**src/rtl/spram_fifo_vr.sv**
```systemverilog
// spram_fifo_vr: valid/ready FIFO built around a single-port RAM.
// A one-entry hold register decouples the write handshake from RAM write
// slots; a two-entry output buffer (obuf) hides the RAM read latency.
// A two-state arbiter shares the single RAM port between hold draining and
// obuf refilling, alternating whenever both contend.
// Optional feature macro: SPRAM_FIFO_BYPASS_EN -- when the FIFO is otherwise
// drained, an accepted beat skips the RAM and lands directly in obuf.
module spram_fifo_vr #(
  parameter int DATA_WIDTH = 8,
  parameter int FIFO_DEPTH = 32,
  parameter int ADDR_WIDTH = $clog2(FIFO_DEPTH),
  parameter int CNT_WIDTH  = $clog2(FIFO_DEPTH + 1),
  parameter int AF_THRESH  = FIFO_DEPTH - 4
) (
  input  logic                  clk,
  input  logic                  rst_n,
  input  logic                  s_valid,
  output logic                  s_ready,
  input  logic [DATA_WIDTH-1:0] s_data,
  output logic                  m_valid,
  input  logic                  m_ready,
  output logic [DATA_WIDTH-1:0] m_data,
  output logic [CNT_WIDTH-1:0]  count,
  output logic                  empty,
  output logic                  full,
  output logic                  almost_full
);

  localparam logic [CNT_WIDTH-1:0] DEPTH_C = CNT_WIDTH'(FIFO_DEPTH);
  localparam logic [CNT_WIDTH-1:0] AF_C    = CNT_WIDTH'(AF_THRESH);

  typedef enum logic {
    ARB_WR_PRI = 1'b0,
    ARB_RD_PRI = 1'b1
  } arb_state_e;

  arb_state_e            arb_state_q;

  logic [DATA_WIDTH-1:0] mem [FIFO_DEPTH];
  logic [ADDR_WIDTH-1:0] wr_ptr_q, rd_ptr_q;
  logic [CNT_WIDTH-1:0]  ram_cnt_q;
  logic [CNT_WIDTH-1:0]  count_q, count_d;

  logic                  hold_vld_q;
  logic [DATA_WIDTH-1:0] hold_q;

  logic [DATA_WIDTH-1:0] obuf_q [2];
  logic [DATA_WIDTH-1:0] obuf_d [2];
  logic [1:0]            obuf_cnt_q, obuf_cnt_d;
  logic [1:0]            obuf_eff;

  logic                  accept, deliver;
  logic                  wr_req, rd_req, wr_grant, rd_grant;
  logic                  bypass, to_hold, obuf_push;
  logic [DATA_WIDTH-1:0] push_data;

  // Handshakes and flags, all derived from registered state.
  assign m_valid     = (obuf_cnt_q != 2'd0);
  assign m_data      = obuf_q[0];
  assign deliver     = m_valid && m_ready;
  assign s_ready     = (count_q < DEPTH_C) && (!hold_vld_q || wr_grant);
  assign accept      = s_valid && s_ready;
  assign count       = count_q;
  assign empty       = (count_q == '0);
  assign full        = (count_q == DEPTH_C);
  assign almost_full = (count_q >= AF_C);

  // An entry leaving obuf this cycle already counts as a free slot.
  assign obuf_eff = obuf_cnt_q - {1'b0, deliver};

  assign wr_req = hold_vld_q;
  assign rd_req = (ram_cnt_q != '0) && (obuf_eff < 2'd2);

  // Grant the lone requester, or the priority side when both contend.
  assign wr_grant = wr_req && (!rd_req || (arb_state_q == ARB_WR_PRI));
  assign rd_grant = rd_req && (!wr_req || (arb_state_q == ARB_RD_PRI));

`ifdef SPRAM_FIFO_BYPASS_EN
  // Hold and RAM empty means obuf holds every older beat, so order is kept.
  assign bypass = accept && !hold_vld_q && (ram_cnt_q == '0) && (obuf_eff < 2'd2);
`else
  assign bypass = 1'b0;
`endif

  assign to_hold   = accept && !bypass;
  assign obuf_push = rd_grant || bypass;
  // The RAM read word is captured by obuf, so obuf is the RAM output register.
  assign push_data = rd_grant ? mem[rd_ptr_q] : s_data;

  // Next obuf contents: pop the head on delivery, append behind the survivors.
  always_comb begin
    obuf_d     = obuf_q;
    obuf_cnt_d = obuf_eff;
    if (deliver) begin
      obuf_d[0] = obuf_q[1];
    end
    if (obuf_push) begin
      obuf_d[obuf_eff[0]] = push_data;
      obuf_cnt_d          = obuf_eff + 2'd1;
    end
  end

  // Occupancy counter: entries accepted and not yet delivered.
  always_comb begin
    count_d = count_q + CNT_WIDTH'(accept) - CNT_WIDTH'(deliver);
  end

  // Arbiter: flip priority only after a contended grant.
  always_ff @(posedge clk or negedge rst_n) begin
    if (!rst_n) begin
      arb_state_q <= ARB_WR_PRI;
    end else if (wr_req && rd_req) begin
      arb_state_q <= (arb_state_q == ARB_WR_PRI) ? ARB_RD_PRI : ARB_WR_PRI;
    end
  end

  // Single-port RAM write; contents need no reset.
  always_ff @(posedge clk) begin
    if (wr_grant) begin
      mem[wr_ptr_q] <= hold_q;
    end
  end

  // Hold register, RAM pointers and RAM occupancy.
  always_ff @(posedge clk or negedge rst_n) begin
    if (!rst_n) begin
      hold_vld_q <= 1'b0;
      hold_q     <= '0;
      wr_ptr_q   <= '0;
      rd_ptr_q   <= '0;
      ram_cnt_q  <= '0;
    end else begin
      if (to_hold) begin
        hold_vld_q <= 1'b1;
        hold_q     <= s_data;
      end else if (wr_grant) begin
        hold_vld_q <= 1'b0;
      end
      if (wr_grant) wr_ptr_q <= wr_ptr_q + ADDR_WIDTH'(1);
      if (rd_grant) rd_ptr_q <= rd_ptr_q + ADDR_WIDTH'(1);
      ram_cnt_q <= ram_cnt_q + CNT_WIDTH'(wr_grant) - CNT_WIDTH'(rd_grant);
    end
  end

  // Output buffer and total occupancy registers.
  always_ff @(posedge clk or negedge rst_n) begin
    if (!rst_n) begin
      obuf_q[0]  <= '0;
      obuf_q[1]  <= '0;
      obuf_cnt_q <= 2'd0;
      count_q    <= '0;
    end else begin
      obuf_q     <= obuf_d;
      obuf_cnt_q <= obuf_cnt_d;
      count_q    <= count_d;
    end
  end

endmodule

```
**config.mk**
```make
export PLATFORM = sky130hd
export DESIGN_NAME = spram_fifo_vr
export DESIGN_NICKNAME = d
export VERILOG_FILES = /design/src/rtl/spram_fifo_vr.sv
export SDC_FILE = /design/constraint.sdc
export NUM_CORES = 1
export LEC_CHECK = 0
export CAP_MARGIN = 0
export CORE_UTILIZATION = 27
export CTS_BUF_LIST = sky130_fd_sc_hd__clkbuf_8
export CTS_CLUSTER_DIAMETER = 100
export DETAILED_ROUTE_END_ITERATION = 12
export GPL_TIMING_DRIVEN = 0
export HOLD_SLACK_MARGIN = 0.1
export SKIP_CTS_REPAIR_TIMING = 1
export SLEW_MARGIN = 20
export SYNTH_ARGS = -nofsm -noshare
export SYNTH_HDL_FRONTEND = slang
export SYNTH_SLANG_ARGS = --single-unit
```
**constraint.sdc**
```tcl
create_clock -name clk -period 4.2 [get_ports clk]
set_input_delay 1.05 -clock clk [delete_from_list [all_inputs] [get_ports clk]]
set_output_delay 1.05 -clock clk [all_outputs]
set_load 0.01 [all_outputs]
```
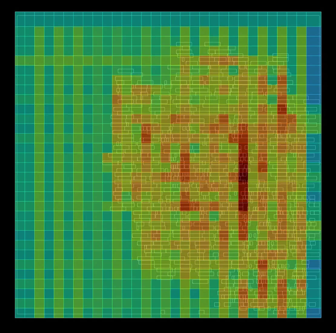
**Above:** routing congestion map.
Tot GR Track Use: 11.63%
routing usage on met3: 2.497%
GR Layer Usage met1: 15.46%
share of the core filled with cells: 31.85%
GR Util met2: 18.75%

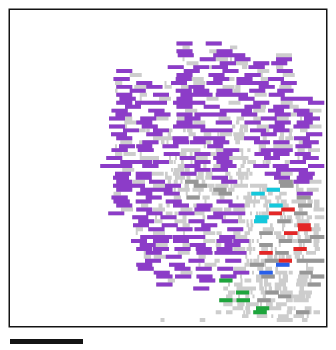
**Above:** where the registers sit.
Scale bar: 50 µm. Other sequential cells in the stronger gray, the rest of the logic in the fainter gray.
green -> ram_cnt_q  # sequential cells 6, where bottom right
blue -> obuf_cnt_q  # sequential cells 2
red -> m_data  # sequential cells 8
purple -> mem  # sequential cells 256
cyan -> rd_ptr_q  # sequential cells 5
not colored = 29
power drawn by the sequential cells: 4.66 mW
fraction of area in registers: 61.64%
flip-flop and latch area: 8947 µm²

==> ds_physical_params.txt <==
Physical design parameters

Parameter                              Value

Status
  Status    complete, no violations

Clocking
  Cell at the root of the clock tree    clkbuf_8
  Clock input transition at the sequential cells of the worst setup and hold paths    0.06 ns

Worst hold path
  Path class of the lowest-slack min-delay path    reg2reg

Layout
  Layout cell share with drive strength beyond 1    21.78%
  Nets@finish    811

Worst setup path
  Critical path depth    8
  Worst R2R Path Depth    18
  Worst Path Arrival    2.91 ns
  Reg2Reg Setup Slack    0.42 ns
  Delay of the slowest cell on the worst path    0.45 ns
  Buffers plus inverters on the worst setup path    3
  Beginning of the critical path    m_ready
  Termination of the worst setup path    s_ready
  Cell breakdown of the critical path    clkdlybuf4s50_1, nand2_4, inv_1, ha_1, xnor2_1, and2_1, a31oi_1, dlymetal6s2s_1
  Worst Path Required    3.15 ns
  Worst flop-to-flop path startpoint    obuf_cnt_q[1]

Die
  Chip width    217.5 µm
  Num rows    78
  Core region area    45580 µm²
  Number of top-level design ports    31
  FP Core Util    27.51%

Timing
  Shortest clock period the worst path allows after layout    3.962 ns
  Final critical-path share of the clock period    94.33%
  Final setup margin    0.2380 ns

Pwr
  Leakage Power    5.005 nW
  Power group with the largest share    registers
  Net Sw Power    3.648 mW
  Combinational power share    33.8%

Routing
  Wirelength, routed    26890 µm
  WL met2    13120 µm
  Via count normalized by instance count    4.555
  Total vias in the final route    6414
  Routed length on met1    11830 µm
  Met3 routed WL    1259 µm

Synthesis
  Syn Nets    726
  Gate Count Post-Synth    687
  Primary FF master, synth    edfxtp_1
  Proportion of synthesized flip-flops having asynchronous set or reset    16.34%

Placement
  Post-placement worst setup slack    -0.6348 ns
-- worst min path at each step --
stage	end	cells after the start
2_1_floorplan	flip-flop	1
3_3_place_gp	flip-flop	1
3_5_place_dp	flip-flop	1
4_1_cts	flip-flop	1
5_1_grt	flip-flop	1
6_report	flip-flop	1
-- registers in the layout, summed over array words and instances, names as in the netlist, named ones only --
signal,count
arb_state_q,1
count,6
hold_q,8
hold_vld_q,1
m_data,8
mem,256
obuf_cnt_q,2
ram_cnt_q,6
rd_ptr_q,5
wr_ptr_q,5
-- per-stage QoR --
stage,area (µm²),setup TNS [ns]
3_5_place_dp,13630,-93.01
2_1_floorplan,12540,0
4_1_cts,14490,-1.523
6_report,14520,0
5_1_grt,14520,0
3_3_place_gp,13590,-112.37
-- cell families after synthesis --
family | after synthesis | share of synthesized area (%)
multiplexers | 98 | 14.19
AND-OR/OR-AND | 66 | 3.363
XOR/XNOR | 19 | 1.327
flip-flops | 306 | 71.30
AND/OR/NAND/NOR | 103 | 4.451
adder cells (fa/ha/maj) | 27 | 2.814
buffers and inverters | 68 | 2.555
-- worst register-to-register path, cell delays in order (launching register included) --
cell      delay, ns
dfrtp_1        0.39
or2_2          0.29
clkbuf_1       0.14
nand2_4        0.18
inv_1          0.13
ha_1           0.21
xnor2_1        0.35
and2_1         0.21
a31oi_1        0.12
nand2_1        0.42
xnor2_1        0.18
ha_1           0.20
inv_1          0.06
fa_1           0.40
inv_1          0.07
a21oi_1        0.05
nor2_1         0.09
nor2_1         0.06
xnor2_1        0.12
-- cell type report --
type / instances / area (µm²)
fillers: 4364 / 31060
clock inverters: 38 / 181.4
repair buffers: 34 / 320.3
multi-input cells: 313 / 3322
plain buffers: 35 / 196.4
well taps: 600 / 750.7
clock buffers: 49 / 674.4
inverters: 33 / 123.9
flip-flops and latches: 306 / 8947
-- cells in the mapped netlist (all sizes together), types with 2 or more instances --
library cell  instances  area, µm²
a211oi                7      52.55
a21o                  3      22.52
a21oi                16      80.08
a22oi                 2      15.01
a31oi                 8      56.30
and2                 22      137.6
and3                  6      37.54
buf                  26      162.7
clkbuf                9      33.78
dfrtp                50       1251
edfxtp              256       7687
fa                    2      40.04
ha                   25      312.8
inv                  32      120.1
mux2                  8      90.09
mux2i                27      270.3
mux4                 63       1419
nand2                27      101.4
nand3                 2      10.01
nand3b                2      15.01
nand4                 2      12.51
nor2                 19      71.32
nor2b                 5      31.28
nor4                  5      31.28
nor4b                 3      26.28
nor4bb                2      20.02
o21ai                 4      20.02
o21bai                2      15.01
o22ai                19      118.9
or3b                  2      17.52
xnor2                14      122.6
xor2                  5      43.79
-- layout by cell type, fill, tap and decap left out, types with 3 or more instances in the layout --
cell type	count
a211oi_1	7
a21o_1	3
a21oi_1	16
a31oi_1	7
and2_1	22
and3_1	6
buf_2	14
buf_4	15
clkbuf_1	9
clkbuf_8	49
clkdlybuf4s50_1	28
clkinv_1	13
clkinv_2	4
dfrtp_1	43
dfrtp_2	7
edfxtp_1	256
ha_1	25
inv_1	49
mux2_2	8
mux2i_1	27
mux4_2	63
nand2_1	26
nor2_1	19
nor2b_1	5
nor4_2	4
o21ai_0	4
o22ai_1	19
xnor2_1	14
xor2_1	5
Power is estimated from default activity; no workload was simulated.
